===== src/rtl/traffic_phase_ctrl.sv =====
// Single-approach traffic-light sequencer: SG -> blink pairs -> Y -> R, with pass/hold.
// Optional night flash (NOFF/NON) is enabled by defining TRAFFIC_NIGHT_FLASH_EN.
module traffic_phase_ctrl #(
  parameter int CNT_W   = 11,
  parameter int SG_T    = 1024,
  parameter int BLINK_T = 128,
  parameter int BLINK_N = 2,
  parameter int Y_T     = 512,
  parameter int R_T     = 1024
) (
  input  logic       clk,
  input  logic       rst,
  input  logic       pass,
  input  logic       hold,
`ifdef TRAFFIC_NIGHT_FLASH_EN
  input  logic       night,
`endif
  output logic       R,
  output logic       G,
  output logic       Y,
  output logic [2:0] phase,
  output logic       phase_start
);

  typedef enum logic [2:0] {
    ST_SG   = 3'd0,
    ST_BOFF = 3'd1,
    ST_BON  = 3'd2,
    ST_Y    = 3'd3,
    ST_R    = 3'd4,
    ST_NOFF = 3'd5,
    ST_NON  = 3'd6
  } state_t;

  state_t           state_r;
  state_t           state_nxt_s;
  state_t           succ_s;
  logic [CNT_W-1:0] tmr_r;
  logic [3:0]       bcnt_r;
  logic             expire_s;
  logic             enter_s;
  logic             legal_s;
  logic             pass_ok_s;

  // Terminal timer value of each state: the state exits on the edge where tmr equals it.
  function automatic logic [CNT_W-1:0] last_tick(input state_t s);
    case (s)
      ST_SG:                      last_tick = CNT_W'(SG_T - 1);
      ST_BOFF, ST_BON:            last_tick = CNT_W'(BLINK_T - 1);
      ST_Y:                       last_tick = CNT_W'(Y_T - 1);
      ST_R:                       last_tick = CNT_W'(R_T - 1);
      ST_NOFF, ST_NON:            last_tick = CNT_W'(BLINK_T - 1);
      default:                    last_tick = {CNT_W{1'b0}};
    endcase
  endfunction

  // Successor selection and transition priority: illegal code, then pass, then expiry.
  always_comb begin
    succ_s    = ST_SG;
    legal_s   = 1'b1;
    pass_ok_s = 1'b1;
    expire_s  = (tmr_r == last_tick(state_r)) && !hold;
    case (state_r)
      ST_SG: begin
        succ_s    = ST_BOFF;
        pass_ok_s = 1'b0;
      end
      ST_BOFF: succ_s = ST_BON;
      ST_BON:  succ_s = ((bcnt_r + 4'd1) < 4'(BLINK_N)) ? ST_BOFF : ST_Y;
      ST_Y:    succ_s = ST_R;
`ifdef TRAFFIC_NIGHT_FLASH_EN
      ST_R:    succ_s = night ? ST_NOFF : ST_SG;
      ST_NOFF: begin
        succ_s    = night ? ST_NON : ST_R;
        pass_ok_s = 1'b0;
      end
      ST_NON: begin
        succ_s    = night ? ST_NOFF : ST_R;
        pass_ok_s = 1'b0;
      end
`else
      ST_R:    succ_s = ST_SG;
`endif
      default: begin
        succ_s  = ST_SG;
        legal_s = 1'b0;
      end
    endcase

    if (!legal_s) begin
      state_nxt_s = ST_SG;
      enter_s     = 1'b1;
    end else if (pass && pass_ok_s) begin
      state_nxt_s = ST_SG;
      enter_s     = 1'b1;
    end else if (expire_s) begin
      state_nxt_s = succ_s;
      enter_s     = 1'b1;
    end else begin
      state_nxt_s = state_r;
      enter_s     = 1'b0;
    end
  end

  // State, timer, blink counter and lamp outputs all decoded from the next state.
  always_ff @(posedge clk) begin
    if (rst) begin
      state_r     <= ST_SG;
      tmr_r       <= {CNT_W{1'b0}};
      bcnt_r      <= 4'd0;
      R           <= 1'b0;
      G           <= 1'b1;
      Y           <= 1'b0;
      phase       <= 3'd0;
      phase_start <= 1'b1;
    end else begin
      state_r     <= state_nxt_s;
      phase       <= 3'(state_nxt_s);
      R           <= (state_nxt_s == ST_R);
      G           <= (state_nxt_s == ST_SG) || (state_nxt_s == ST_BON);
      Y           <= (state_nxt_s == ST_Y) || (state_nxt_s == ST_NON);
      phase_start <= enter_s;

      if (enter_s) begin
        tmr_r <= {CNT_W{1'b0}};
      end else if (!hold) begin
        tmr_r <= tmr_r + {{(CNT_W-1){1'b0}}, 1'b1};
      end else begin
        tmr_r <= tmr_r;
      end

      // A BON exit completes one blink pair unless it is a pass back to SG.
      if (enter_s && (state_nxt_s == ST_SG)) begin
        bcnt_r <= 4'd0;
      end else if (enter_s && (state_r == ST_BON)) begin
        bcnt_r <= bcnt_r + 4'd1;
      end else begin
        bcnt_r <= bcnt_r;
      end
    end
  end

endmodule


===== config.mk =====
export PLATFORM = sky130hd
export DESIGN_NAME = traffic_phase_ctrl
export DESIGN_NICKNAME = d
export VERILOG_FILES = /design/src/rtl/traffic_phase_ctrl.sv
export SDC_FILE = /design/constraint.sdc
export NUM_CORES = 1
export LEC_CHECK = 0
export ABC_AREA = 1
export CAP_MARGIN = 20
export CORE_ASPECT_RATIO = 1.2
export CORE_MARGIN = 2
export CORE_UTILIZATION = 50
export CTS_CLUSTER_SIZE = 24
export DETAILED_ROUTE_END_ITERATION = 10
export PLACE_DENSITY = 0.77
export SLEW_MARGIN = 0
export SYNTH_ARGS = -nofsm -noshare
export SYNTH_HDL_FRONTEND = slang
export SYNTH_SLANG_ARGS = --single-unit

===== constraint.sdc =====
create_clock -name clk -period 3 [get_ports clk]
set_input_delay 0.3 -clock clk [delete_from_list [all_inputs] [get_ports clk]]
set_output_delay 0.3 -clock clk [all_outputs]
set_load 0.005 [all_outputs]

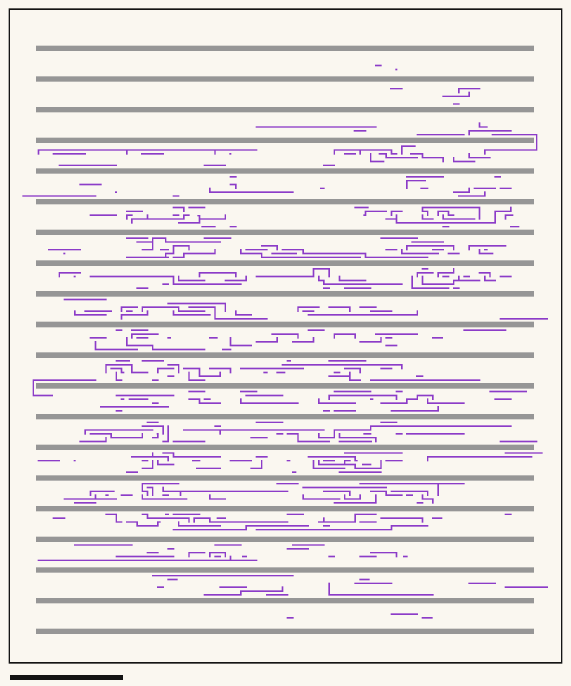
layer_met1.png
Bar = 10 µm. Supply wires on this layer in grey.
- wire length on this layer: 954 µm
- share of all routed wire: 45%
- longest straight run: 19.3 µm
- main direction: horizontal
- nets with wire on the layer: 172
met1 track demand over resource: 19.8%
vias after detailed routing: 1068
Final Routed Wirelength: 2.14 mm

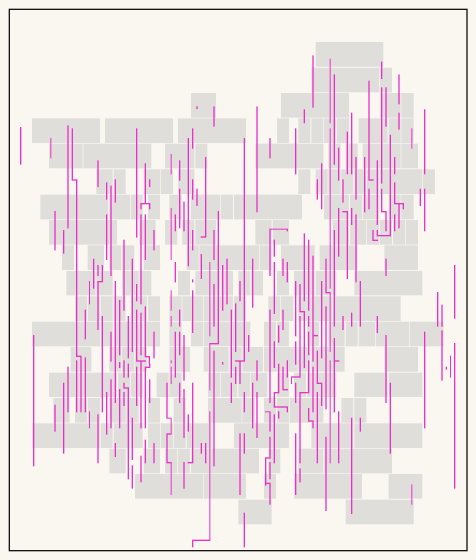
layer_met2.png
Cells faint in the background.
- share of all routed wire: 51%
- longest straight run: 23.8 µm
- main direction: vertical
- wire length on this layer: 1100 µm

==> run summary <==
Notes on the flow run.

- The critical path is of the reg -> reg type.
- The clock-pin transition on the worst setup and hold timing paths is 120 ps, for reference.
- The wire length per cell after detailed routing is 9.88 µm, for reference.
- The filler cell count is 215, for reference.
- The number of H-tree levels is 1, for reference.
- The flow ran to the end, and the final reports show no timing, DRC or antenna violations.
- The number of antenna violations at the first check in global routing is 0, for reference.
- Leaving out buffers and inverters, the combinational logic in the layout accounts for 657 µm².
- The area of the mapped netlist is 1210 µm², for reference.
- The maximum clock frequency is 0.574 GHz, for reference.
- The total power after layout is 0.483 mW, for reference.
- Per the synth stats, the flop cell with the highest instance count is dfxtp_1.
- The register bit count reported by yosys is 22, for reference.
- Broken down by cell family, the worst path's largest delay share belongs to simple AND/OR/NAND/NOR gates.
- The number of clock buffers inserted by TritonCTS is 3, for reference.
- The cell total after placement is 212, for reference.
- The cell sequence reported for the critical path is inv_2 > nand3_2 > nand2_2 > nand2_1 > a21oi_2 > nand3_4 > nand3_1 > a211oi_1.
- The clock tree skew after final layout is 7.57 ps, for reference.
- STA shows the worst reg2reg path with a cell count of 8.
- The diode insertion count for antenna repair is 0, for reference.
- The slowest cell on the critical path is dfxtp_1, for reference.
- The pin count of the biggest net entering global routing is 13, for reference.
- After synthesis, the most frequently instantiated cells are nand2_1, inv_1, nor2_1.
- The post-placement cell area is 1340 µm², for reference.
- After the last flow step, the layout net total stands at 192.
- The buffering stage count on the worst path with inverters included is 1, for reference.
- The OpenROAD report gives the critical path a required time of 3230 ps.
- STA classifies the critical path endpoint as a register.
- According to the floorplan report, the die width is 48.8 µm.
- The vertical die dimension reported for this design is 57.8 µm.
- The detailed-route vias per instance is 4.94, for reference.
- Once detail routing completed, the nets flagged for antenna violations numbered 0.
- The count of cell types in the netlist is 26, for reference.
- For this design, Yosys synthesis ends with a cell count of 172.
- During I/O placement, the number of pins put on the boundary was 11.
- Hold repair after CTS inserted 0 buffers.
- The cell count after synthesis came out at 172.
- The die footprint is 2820 µm², for reference.
- All stages included, the depth of the critical timing path comes to 8.
- Per the CTS log, the buffer count on the longest clock path is 2.
- Global routing used 17.6% of the available tracks across all layers.
- The largest single stage delay on the critical path is 530 ps.
- After synthesis, the chip area reported by Yosys is 1210 µm².
- The initial utilization of the core area, before any placement, comes to 52.9%.
- The flow reported a cell area power density of 351 nW/µm².
- The per-instance average area after synthesis is 7.01 µm², for reference.
- The layout report lists the combined flip-flop and latch area as 440 µm².
- The pre-antenna-repair detailed-routing pass consisted of 4 iterations.
- With fillers left out, the area of the finished cells amounts to 1370 µm².
- The routed design could run at a clock period as short as 1740 ps.
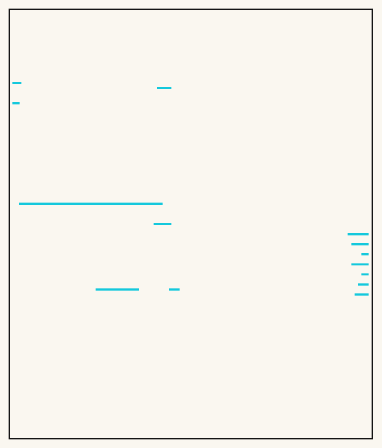
layer_met3.png
- longest straight run: 19.1 µm
- nets with wire on the layer: 11
- wire length on this layer: 41.9 µm
- main direction: horizontal

==> cells in the final DEF, fill, tap and decap left out, drive strengths merged <==
master | netlist | routed
nand2 | 49 | 49
inv | 27 | 27
nor2 | 25 | 25
dfxtp | 22 | 22
nand3 | 18 | 18
clkdlybuf4s50 | 0 | 10
a21oi | 9 | 9
nor3 | 5 | 5
xor2 | 4 | 4
clkbuf | 0 | 4
o21ai | 3 | 3
or2 | 2 | 2
ha | 2 | 2
nor3b | 2 | 2
a211oi | 1 | 1
nand4 | 1 | 1
nand3b | 1 | 1
==> routing by layer <==
layer	GRT usage (%)	wire, µm	up-vias
li1	-	-	561
met1	19.8	953	488
met2	33.1	1100	14
met3	2.32	41	5
met4	7.76	43	0
met5	0	0	-
==> report_power, final <==
group	leakage (nW)	internal, mW	switching [mW]
logic	0.390	0.00950	0.0127
clock network	0.0210	0.0742	0.0887
registers	0.178	0.295	0.00235
total	0.590	0.379	0.104
==> cell type report <==
class / instances / area share (%)
tap: 31 / 2.82
clock buffer: 4 / 2.64
inverter: 27 / 7.38
sequential: 22 / 32.1
multi-input combinational: 122 / 47.8
timing repair buffer: 10 / 7.29
==> cells by family after synthesis <==
kind of cell,share of synthesized area [%]
xor gates and xnor gates,2.90
AOI/OAI and AO/OA,7.47
DFF,36.5
adders and majority gates,2.07
buffers and inverters,9.03
and+or+nand+nor,42.0
==> tightest hold or removal path: cells and delay by family, from the launching register on <==
| family | cells | cell delay (ps) |
|---|---|---|
| flip-flops | 1 | 350 |
| buffers and inverters | 1 | 70 |
| AND-OR/OR-AND | 1 | 60 |
==> through the flow <==
step	setup WS, ps	utilization, %
global placement	1050	58.6
CTS	1210	60.2
finish	1260	60.2
global route	1000	60.2
detailed placement	1020	58.6
floorplan	1540	-
==> flip-flops by register name (all words and copies together), names as in the netlist <==
name         flops
tmr_r           11
state_r          3
R                1
bcnt_r           4
G                1
Y                1
phase_start      1
==> how the worst min path moves through the flow <==
| stage | from | to | cells after the start |
|---|---|---|---|
| global placement | tmr_r[0] | tmr_r[0] | 2 |
| global route | tmr_r[0] | tmr_r[0] | 2 |
| CTS | tmr_r[1] | tmr_r[1] | 2 |
| finish | tmr_r[1] | tmr_r[1] | 2 |
| detailed placement | tmr_r[1] | tmr_r[1] | 2 |
| floorplan | rst | state_r[1] | 1 |
Power is estimated from default activity; no workload was simulated.
